<file path="config.mk">
export PLATFORM = sky130hd
export DESIGN_NAME = axi4_lite_arbiter
export DESIGN_NICKNAME = d
export VERILOG_FILES = /design/src/rtl/axi4_lite_arbiter.sv
export SDC_FILE = /design/constraint.sdc
export NUM_CORES = 1
export LEC_CHECK = 0
export CAP_MARGIN = 20
export CORE_AREA = 3 3 170 172
export DETAILED_ROUTE_END_ITERATION = 12
export DIE_AREA = 0 0 173 175
export GPL_TIMING_DRIVEN = 0
export PLACE_DENSITY = 0.44
export SLEW_MARGIN = 30
export SYNTH_ARGS = -nofsm -noshare
export SYNTH_HDL_FRONTEND = slang
export SYNTH_SLANG_ARGS = --single-unit
</file>
<file path="constraint.sdc">
create_clock -name clk -period 1.3 [get_ports clk]
set_clock_uncertainty 0.05 [all_clocks]
set_input_delay 0.13 -clock clk [delete_from_list [all_inputs] [get_ports clk]]
set_output_delay 0.13 -clock clk [all_outputs]
set_load 0.005 [all_outputs]
</file>
<file path="src/rtl/axi4_lite_arbiter.sv">
// Two-master, one-slave AXI4-Lite arbiter with round-robin grant of one whole
// transaction (AR+R or AW+W+B) at a time; forwarding inside a grant is combinational.
module axi4_lite_arbiter #(
    parameter int ADDR_W = 32,
    parameter int DATA_W = 32
) (
    input  logic                  clk,
    input  logic                  rst,

    input  logic [ADDR_W-1:0]     m0_ARADDR,
    input  logic                  m0_ARVALID,
    output logic                  m0_ARREADY,
    output logic [DATA_W-1:0]     m0_RDATA,
    output logic [1:0]            m0_RRESP,
    output logic                  m0_RVALID,
    input  logic                  m0_RREADY,
    input  logic [ADDR_W-1:0]     m0_AWADDR,
    input  logic                  m0_AWVALID,
    output logic                  m0_AWREADY,
    input  logic [DATA_W-1:0]     m0_WDATA,
    input  logic [DATA_W/8-1:0]   m0_WSTRB,
    input  logic                  m0_WVALID,
    output logic                  m0_WREADY,
    output logic [1:0]            m0_BRESP,
    output logic                  m0_BVALID,
    input  logic                  m0_BREADY,

    input  logic [ADDR_W-1:0]     m1_ARADDR,
    input  logic                  m1_ARVALID,
    output logic                  m1_ARREADY,
    output logic [DATA_W-1:0]     m1_RDATA,
    output logic [1:0]            m1_RRESP,
    output logic                  m1_RVALID,
    input  logic                  m1_RREADY,
    input  logic [ADDR_W-1:0]     m1_AWADDR,
    input  logic                  m1_AWVALID,
    output logic                  m1_AWREADY,
    input  logic [DATA_W-1:0]     m1_WDATA,
    input  logic [DATA_W/8-1:0]   m1_WSTRB,
    input  logic                  m1_WVALID,
    output logic                  m1_WREADY,
    output logic [1:0]            m1_BRESP,
    output logic                  m1_BVALID,
    input  logic                  m1_BREADY,

    output logic [ADDR_W-1:0]     s_ARADDR,
    output logic                  s_ARVALID,
    input  logic                  s_ARREADY,
    input  logic [DATA_W-1:0]     s_RDATA,
    input  logic [1:0]            s_RRESP,
    input  logic                  s_RVALID,
    output logic                  s_RREADY,
    output logic [ADDR_W-1:0]     s_AWADDR,
    output logic                  s_AWVALID,
    input  logic                  s_AWREADY,
    output logic [DATA_W-1:0]     s_WDATA,
    output logic [DATA_W/8-1:0]   s_WSTRB,
    output logic                  s_WVALID,
    input  logic                  s_WREADY,
    input  logic [1:0]            s_BRESP,
    input  logic                  s_BVALID,
    output logic                  s_BREADY,

    output logic                  busy
);

    localparam logic [1:0] S_IDLE  = 2'd0;
    localparam logic [1:0] S_READ  = 2'd1;
    localparam logic [1:0] S_WRITE = 2'd2;

    logic [1:0] state;
    logic       owner;
    logic       last;

    logic req_rd0, req_rd1, req_wr0, req_wr1;
    logic any0, any1;
    logic winner, winner_rd;
    logic rd_gnt, wr_gnt;

    assign req_rd0 = m0_ARVALID;
    assign req_rd1 = m1_ARVALID;
    assign req_wr0 = m0_AWVALID | m0_WVALID;
    assign req_wr1 = m1_AWVALID | m1_WVALID;
    assign any0    = req_rd0 | req_wr0;
    assign any1    = req_rd1 | req_wr1;

    // Sole requester wins; on contention the master not served last wins.
    assign winner    = (any0 & any1) ? ~last : any1;
    assign winner_rd = winner ? req_rd1 : req_rd0;

    always_ff @(posedge clk or posedge rst) begin
        if (rst) begin
            state <= S_IDLE;
            owner <= 1'b0;
            last  <= 1'b1;
        end else begin
            case (state)
                S_IDLE: begin
                    if (any0 | any1) begin
                        owner <= winner;
                        state <= winner_rd ? S_READ : S_WRITE;
                    end
                end
                S_READ: begin
                    if (s_RVALID & s_RREADY) begin
                        state <= S_IDLE;
                        last  <= owner;
                    end
                end
                S_WRITE: begin
                    if (s_BVALID & s_BREADY) begin
                        state <= S_IDLE;
                        last  <= owner;
                    end
                end
                default: state <= S_IDLE;
            endcase
        end
    end

    assign rd_gnt = (state == S_READ);
    assign wr_gnt = (state == S_WRITE);
    assign busy   = (state != S_IDLE);

    assign s_ARVALID = rd_gnt & (owner ? m1_ARVALID : m0_ARVALID);
    assign s_RREADY  = rd_gnt & (owner ? m1_RREADY  : m0_RREADY);
    assign s_AWVALID = wr_gnt & (owner ? m1_AWVALID : m0_AWVALID);
    assign s_WVALID  = wr_gnt & (owner ? m1_WVALID  : m0_WVALID);
    assign s_BREADY  = wr_gnt & (owner ? m1_BREADY  : m0_BREADY);

    assign s_ARADDR = owner ? m1_ARADDR : m0_ARADDR;
    assign s_AWADDR = owner ? m1_AWADDR : m0_AWADDR;
    assign s_WDATA  = owner ? m1_WDATA  : m0_WDATA;
    assign s_WSTRB  = owner ? m1_WSTRB  : m0_WSTRB;

    assign m0_ARREADY = rd_gnt & ~owner & s_ARREADY;
    assign m0_RVALID  = rd_gnt & ~owner & s_RVALID;
    assign m0_AWREADY = wr_gnt & ~owner & s_AWREADY;
    assign m0_WREADY  = wr_gnt & ~owner & s_WREADY;
    assign m0_BVALID  = wr_gnt & ~owner & s_BVALID;

    assign m1_ARREADY = rd_gnt & owner & s_ARREADY;
    assign m1_RVALID  = rd_gnt & owner & s_RVALID;
    assign m1_AWREADY = wr_gnt & owner & s_AWREADY;
    assign m1_WREADY  = wr_gnt & owner & s_WREADY;
    assign m1_BVALID  = wr_gnt & owner & s_BVALID;

    // Response payloads go to both masters; only the valids are steered.
    assign m0_RDATA = s_RDATA;
    assign m0_RRESP = s_RRESP;
    assign m0_BRESP = s_BRESP;
    assign m1_RDATA = s_RDATA;
    assign m1_RRESP = s_RRESP;
    assign m1_BRESP = s_BRESP;

endmodule

</file>
### I/O nets highlighted, run 1

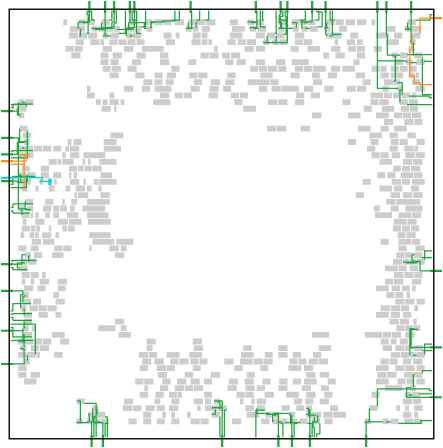
legend:
  s_RDATA:
    color: green
    bits: 32
    direction: input
    end_cells: 0
    buffers: 128
    wire: 1,380 um
  s_WVALID:
    color: cyan
    bits: 1
    direction: output
    end_cells: 1
    buffers: 1
    wire: 18.0 um
  m0_BRESP:
    color: orange
    bits: 2
    direction: output
    end_cells: 0
    buffers: 4
    wire: 74.1 um

### Placed standard cells, run 1

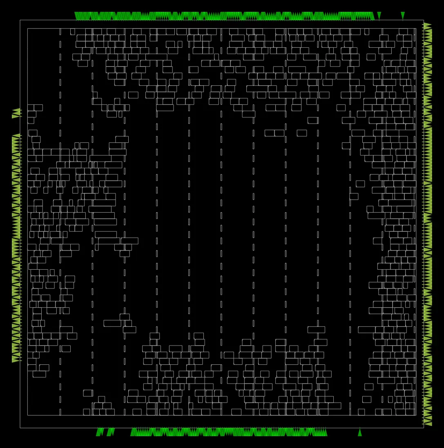
final design utilization: 0.280
Flops: 4

==> impl_metrics.toml, run 1 <==
# implementation run metrics
[status]
status = "finished, violations left"
failed_checks = "setup timing"

[job]
cap_violations = 0
tool_warnings = 29

[finish]
fill_cells = 2984
final_net_count = 961
final-instance-count-excl-fill = 1085
layout-drive-gt1-share = 0.552
regMostFlops = "state"
regArea_um2 = 104
num-clock-buffers = 4
layout_top_cell = "clkdlybuf4s50_1"
dominant_cells = "non-clock buffers"
final_area_um2 = 7730
largest_reg_flops = 2
comb_area_frac = 0.215
signal_buffers = 550
mi_logic_area_um2 = 1660
sh_seq_area = 0.0134
final_cell_mix = "288 x clkdlybuf4s50_1, 107 x buf_6, 88 x buf_4, 63 x mux2_2, 38 x mux2_4"
area.growth.synth_to_final_pct = 259
logic_gate_count = 148
non_clock_inverter_count = 1
clockNetworkAreaShare = 0.0102
top_regs = "state (2), last (1), owner (1)"

[power_and_ir_drop]
power_density_nw_per_um2 = 1360
power_leader = "combinational cells"
powerComb_uw = 9740
vdd_drop_max_uv = 591
p_leak_uw = 0.00339
p_switching_uw = 3400
seq_power_uw = 288
p_clk_uw = 502
intPower_uw = 7120
combPwrFrac = 0.925
finalPower_uw = 10500

[synth]
synth-simple-area-share = 0.0733
xor_area_frac = 0
synth-edff-count = 0
common_cells = "100 x mux2_2, 80 x buf_4, 15 x nor2_1, 6 x nand2b_1, 5 x mux2i_1"
netlist_logic_family_top = "multiplexers"
synthMostInstantiatedCell = "mux2_2"
ys_ff = 4
ys_seq_share = 0.0471
synthCells = 238
ys_cells = 238
yosys.area.top_type_share = 0.524
fp_nets = 491
mux_share = 0.554
adder_share = 0
syn_area_um2 = 2150
syn_area_per_cell_um2 = 9.04
yosys_warnings = 0
top_area_cell = "mux2_2"
ys.flop_type = "dfrtp_1"

[floorplan]
chipArea_um2 = 30300
nWellTaps = 378
fp-row-count = 61
core_area_um2 = 27600
ioPinCount = 441

[placement]
placed_area_um2 = 6670
dp_hpwl_um = 14000
place_inst = 1020
routabilityCongestion = 0.719

[timing]
fin_crit_ns = 1.84
fin_setup_tns_ns = -47.30
fin_ws_ns = -0.541
fmax_ghz = 0.543
grt_setup_unrepaired = "true"
setup_viol = 120
relSlewSlack = 0.799
finalClockPeriodUsage = 1.42
hold_viol = 0
worstMarginPinSlew_ns = 0.299
fin_hold_ws_ns = 0.0361

[worst_hold_path]
worstHoldPathType = "input pin to asynchronous set/reset pin"

[routing]
highest_layer = "met4"
finalWirelength_um = 17000
vias = 3471
ant_nets = 0
drt-pass1-iter-count = 4
m1WireLength_um = 6670
drc = 0
dr_wl_met3_um = 1260
routed_via_density = 3.20
wl_per_cell_um = 15.7

[setup_path]
critPathMaxFanout = 6
critPathBufInv = 6
r2r_start = "owner"
crit_type = "flip-flop to output pin"
crit_chain = "buf_6, buf_12, buf_4, buf_12, buf_12, mux2_2, buf_2"
slowest_delay_ns = 0.36
r2r_end = "last"
cp_top_family = "buffers and inverters"
cpMostUsedCell = "buf_12"
crit_arrival_ns = 1.66
start_kind = "flip-flop"
rrSetupSlack_ns = -0.41
worstRegToRegCells = 8
cp-end-kind = "output pin"
slowest_stage = "dfrtp_1"
crit_cells = 7

[clock_network]
post-cts-setup-buffers = 41
cts-root-buf = "clkbuf_16"
htreeDepth = 1
cts_tree = "yes"
cts_sinks = 4
clk_path_buf_depth = 2
clk_pin_slew_ns = 0.03
holdBufCountCts = 0

[global_routing]
busiest_layer = "met2"
use_met2 = 0.188
grt_pass1_vias = 3792
grt_usage = 0.0993
grt_pass1_wl_um = 23500
### Ports around the boundary, run 1

Pins as bars across the die edge, other pins in gray.
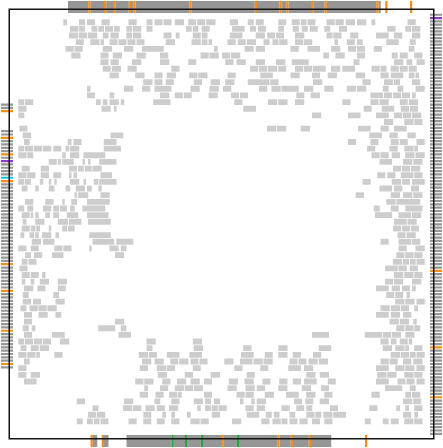
legend:
  m0_BRESP:
    color: purple
    pins: 2
    direction: output
    edge: 1 right, 1 left
  s_WVALID:
    color: cyan
    pins: 1
    direction: output
    edge: left
  s_RDATA:
    color: orange
    pins: 32
    direction: input
    edge: 14 top, 8 left, 7 bottom, 3 right
  s_WSTRB:
    color: green
    pins: 4
    direction: output
    edge: bottom
die width: 173 um
Port Buf Inserts: 404
Vert. Die Dim: 175 um

### Clock network drawn from the DEF, run 1

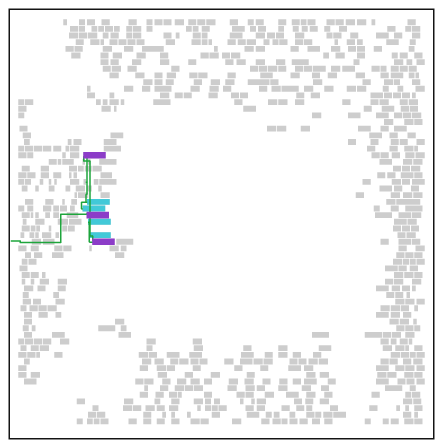
legend:
  flip-flops:
    color: cyan
    count: 4
  clock drivers:
    color: purple
    count: 3
  clock wires:
    color: green
    length: 134 um
flops lie: left middle
clock network power share: 0.048
Latency at later pin: 0.23 ns

### Signal wires by layer, run 1

Bar = 50 um.
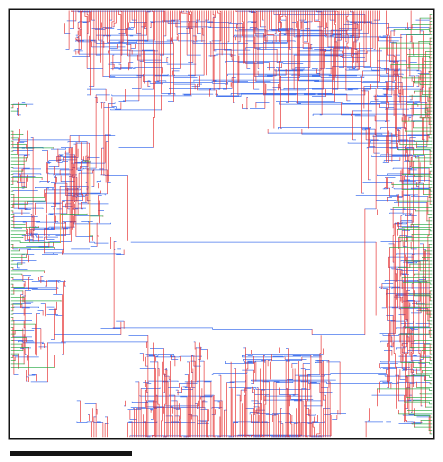

--- run 2 (diff from run 1) ---
--- a/config.mk
+++ b/config.mk
@@ -10,7 +10,6 @@
 export DETAILED_ROUTE_END_ITERATION = 12
 export DIE_AREA = 0 0 173 175
 export GPL_TIMING_DRIVEN = 0
-export PLACE_DENSITY = 0.44
 export SLEW_MARGIN = 30
 export SYNTH_ARGS = -nofsm -noshare
 export SYNTH_HDL_FRONTEND = slang
### Signal wires by layer, run 2

Bar = 50 um.
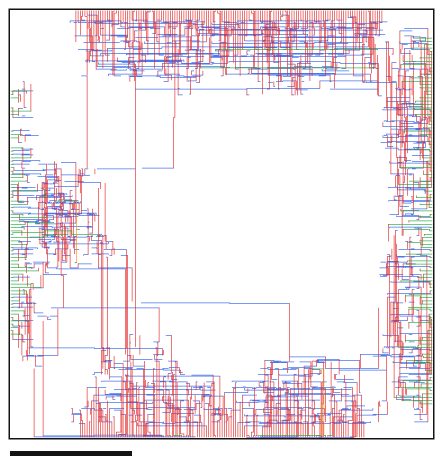
legend:
  metal 3:
    color: green
    wire_length: 1,100 um
  metal 2:
    color: red
    wire_length: 8,660 um
  metal 1:
    color: blue
    wire_length: 6,410 um
  metal 4:
    color: orange
    wire_length: 65.3 um
Routed WL per cell: 15.1 um
Overall Global Routing Usage: 0.0946
DR vias: 3,444
Post-Route WL: 16,200 um

==> impl_metrics.toml, run 2 <==
# implementation run metrics
[finish]
layout_top_cell = "clkdlybuf4s50_1"
sh_seq_area = 0.0131
final_area_um2 = 7930
final_net_count = 951
layout-drive-gt1-share = 0.545
regArea_um2 = 104
final_cell_mix = "288 x clkdlybuf4s50_1, 124 x buf_6, 84 x mux2_4, 82 x buf_4, 20 x buf_2"
num-clock-buffers = 4
mi_logic_area_um2 = 1820
top_regs = "state (2), last (1), owner (1)"
flop-count = 4
non_clock_inverter_count = 1
dominant_cells = "non-clock buffers"
clockNetworkAreaShare = 0.00994
fill_cells = 2902
area.growth.synth_to_final_pct = 269
final_util = 0.287
largest_reg_flops = 2
regMostFlops = "state"
signal_buffers = 540
comb_area_frac = 0.230
antennaDiodeCount = 0
logic_gate_count = 148

[setup_path]
cpMostUsedCell = "buf_6"
cp_top_family = "buffers and inverters"
crit_arrival_ns = 1.59
rrSetupSlack_ns = -0.46
critPathMaxFanout = 7
critPathBufInv = 5
start_kind = "flip-flop"
worstRegToRegCells = 8
crit_type = "flip-flop to output pin"
slowest_stage = "dfrtp_1"
r2r_end = "last"
cp-end-kind = "output pin"
slowest_delay_ns = 0.36
r2r_start = "owner"

[routing]
wl_met2_um = 8660
drt-pass1-iter-count = 4
dr_wl_met3_um = 1100
drc = 0
ant_nets = 0
m1WireLength_um = 6410
routed_via_density = 3.20
highest_layer = "met4"

[global_routing]
grt_pass1_vias = 3722
use_met2 = 0.182
grt_pass1_wl_um = 22500
busiest_layer = "met2"

[power_and_ir_drop]
vdd_drop_max_uv = 702
p_clk_uw = 502
power_leader = "combinational cells"
p_leak_uw = 0.00358
combPwrFrac = 0.929
pwr-share-clk = 0.046
seq_power_uw = 271
powerComb_uw = 10100
power_density_nw_per_um2 = 1370
p_switching_uw = 3470
intPower_uw = 7360
finalPower_uw = 10800

[timing]
relSlewSlack = 0.830
setup_viol = 119
hold_viol = 0
finalClockPeriodUsage = 1.36
fin_setup_tns_ns = -43.67
fin_ws_ns = -0.470
worstMarginPinSlew_ns = 0.254
slew_viol_final = 0
fin_crit_ns = 1.77
fmax_ghz = 0.565

[floorplan]
ioPinCount = 441
core_area_um2 = 27600
die-width_um = 173
chipArea_um2 = 30300
die_height_um = 175
fp-row-count = 61

[synth]
netlist_logic_family_top = "multiplexers"
synthMostInstantiatedCell = "mux2_2"
synthCells = 238
ys.flop_type = "dfrtp_1"
ys_seq_share = 0.0471
adder_share = 0
syn_area_per_cell_um2 = 9.04
synth-simple-area-share = 0.0733
yosys_warnings = 0
ys_ff = 4
mux_share = 0.554
common_cells = "100 x mux2_2, 80 x buf_4, 15 x nor2_1, 6 x nand2b_1, 5 x mux2i_1"
yosys.area.top_type_share = 0.524
ys_cells = 238
top_area_cell = "mux2_2"
xor_area_frac = 0

[job]
cap_violations = 0

[clock_network]
holdBufCountCts = 0
htreeDepth = 1
cts-root-buf = "clkbuf_16"
cts_sinks = 4
clk_path_buf_depth = 2
clkLatencyLatePin_ns = 0.23
post-cts-setup-buffers = 47

[placement]
place_inst = 1020
io_buffer_count = 404
routabilityCongestion = 0.780
dp_hpwl_um = 13100

[status]
failed_checks = "setup timing"
status = "finished, violations left"

[worst_hold_path]
worstHoldPathType = "input pin to asynchronous set/reset pin"
### Clock network drawn from the DEF, run 2

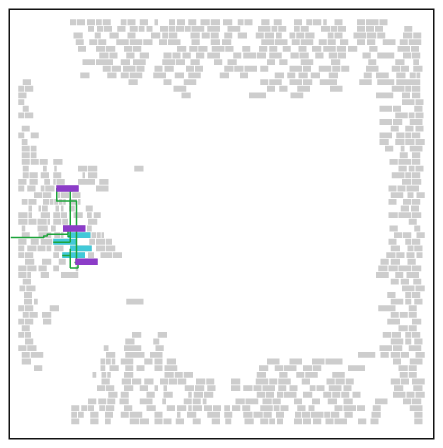
legend:
  clock wires:
    color: green
    length: 121 um
  clock drivers:
    color: purple
    count: 3
  flip-flops:
    color: cyan
    count: 4
routed clock nets: 4

### Placed standard cells, run 2

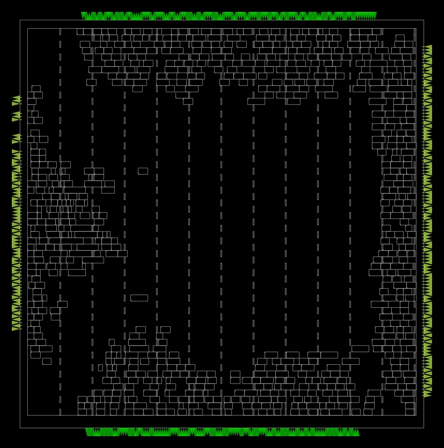

--- run 3 (diff from run 2) ---
--- a/config.mk
+++ b/config.mk
@@ -6,9 +6,10 @@
 export NUM_CORES = 1
 export LEC_CHECK = 0
 export CAP_MARGIN = 20
-export CORE_AREA = 3 3 170 172
+export CORE_AREA = 3 3 172 174
 export DETAILED_ROUTE_END_ITERATION = 12
-export DIE_AREA = 0 0 173 175
+export DIE_AREA = 0 0 175 177
+export DONT_BUFFER_PORTS = 1
 export GPL_TIMING_DRIVEN = 0
 export SLEW_MARGIN = 30
 export SYNTH_ARGS = -nofsm -noshare
### Placed standard cells, run 3

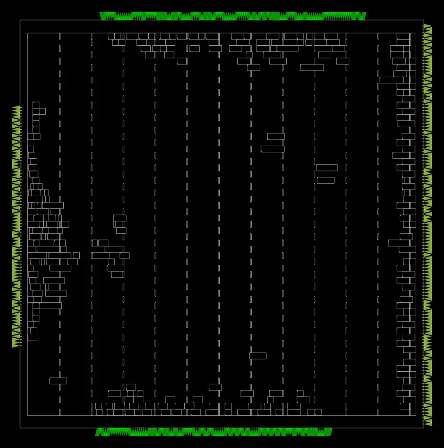
Row Count: 61
final design utilization: 0.125
area of the core: 27,900 um2

### Signal wires by layer, run 3

Bar = 50 um.
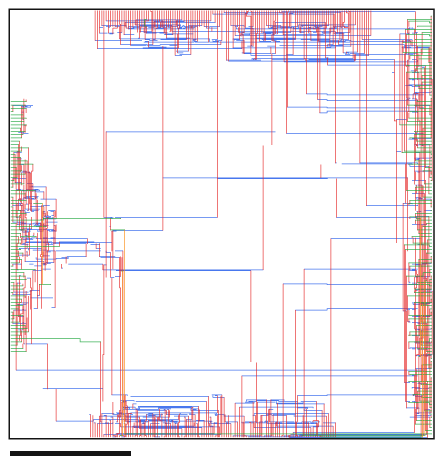
legend:
  metal 1:
    color: blue
    wire_length: 5,440 um
  metal 2:
    color: red
    wire_length: 7,210 um
  metal 4:
    color: orange
    wire_length: 362 um
  metal 3:
    color: green
    wire_length: 1,380 um

==> impl_metrics.toml, run 3 <==
# implementation run metrics
[finish]
logic_gate_count = 148
final_cell_mix = "76 x buf_4, 71 x mux2_4, 30 x mux2_2, 11 x buf_12, 9 x nor2_4"
antennaDiodeCount = 3
flop-count = 4
clockNetworkAreaShare = 0.0226
non_clock_inverter_count = 1
regMostFlops = "state"
regArea_um2 = 104
top_regs = "state (2), last (1), owner (1)"
final_net_count = 509
dominant_cells = "combinational gates"
mi_logic_area_um2 = 1810
area.growth.synth_to_final_pct = 61.8
layout_top_cell = "buf_4"
comb_area_frac = 0.519
fill_cells = 3220
final_area_um2 = 3480
signal_buffers = 98
final-instance-count-excl-fill = 636

[floorplan]
chipArea_um2 = 31000
ioPinCount = 441
die_height_um = 177
die-width_um = 175

[routing]
finalWirelength_um = 14400
dr_wl_met3_um = 1380
m1WireLength_um = 5440
wl_per_cell_um = 22.6
vias = 1965
ant_nets = 0
highest_layer = "met4"
drc = 0
drt-pass1-iter-count = 4

[setup_path]
critPathBufInv = 3
r2r_start = "owner"
critPathMaxFanout = 6
crit_arrival_ns = 1.42
cp_top_family = "buffers and inverters"
crit_type = "flip-flop to output pin"
rrSetupSlack_ns = -0.27
start_kind = "flip-flop"
crit_cells = 4
slowest_stage = "dfrtp_1"
slowest_delay_ns = 0.36

[placement]
place_inst = 616
routabilityCongestion = 0.789
dp_hpwl_um = 12200

[synth]
common_cells = "100 x mux2_2, 80 x buf_4, 15 x nor2_1, 6 x nand2b_1, 5 x mux2i_1"
ys_seq_share = 0.0471
yosys.area.top_type_share = 0.524
synth-simple-area-share = 0.0733
ys.flop_type = "dfrtp_1"
ys_cells = 238
syn_area_um2 = 2150
syn_area_per_cell_um2 = 9.04
synthCells = 238
synthMostInstantiatedCell = "mux2_2"
xor_area_frac = 0
adder_share = 0
top_area_cell = "mux2_2"
ys_ff = 4

[clock_network]
holdBufCountCts = 1
clkLatencyLatePin_ns = 0.23
cts-root-buf = "clkbuf_16"
htreeDepth = 1
cts_tree = "yes"

[job]
tool_warnings = 29
cap_violations = 0

[timing]
finalClockPeriodUsage = 1.23
hold_viol = 0
fin_ws_ns = -0.297
grt_setup_unrepaired = "true"
setup_viol = 118
fin_crit_ns = 1.60

[global_routing]
grt_pass1_wl_um = 16000
busiest_layer = "met2"
grt_pass1_vias = 1999
use_met2 = 0.126

[status]
failed_checks = "setup timing"
status = "finished, violations left"

[power_and_ir_drop]
power_leader = "combinational cells"
finalPower_uw = 6890
powerComb_uw = 6090
p_leak_uw = 0.00151
power_density_nw_per_um2 = 1980
pwr-share-clk = 0.074
vdd_drop_max_uv = 889
combPwrFrac = 0.883
Power and IR drop assume default switching activity.
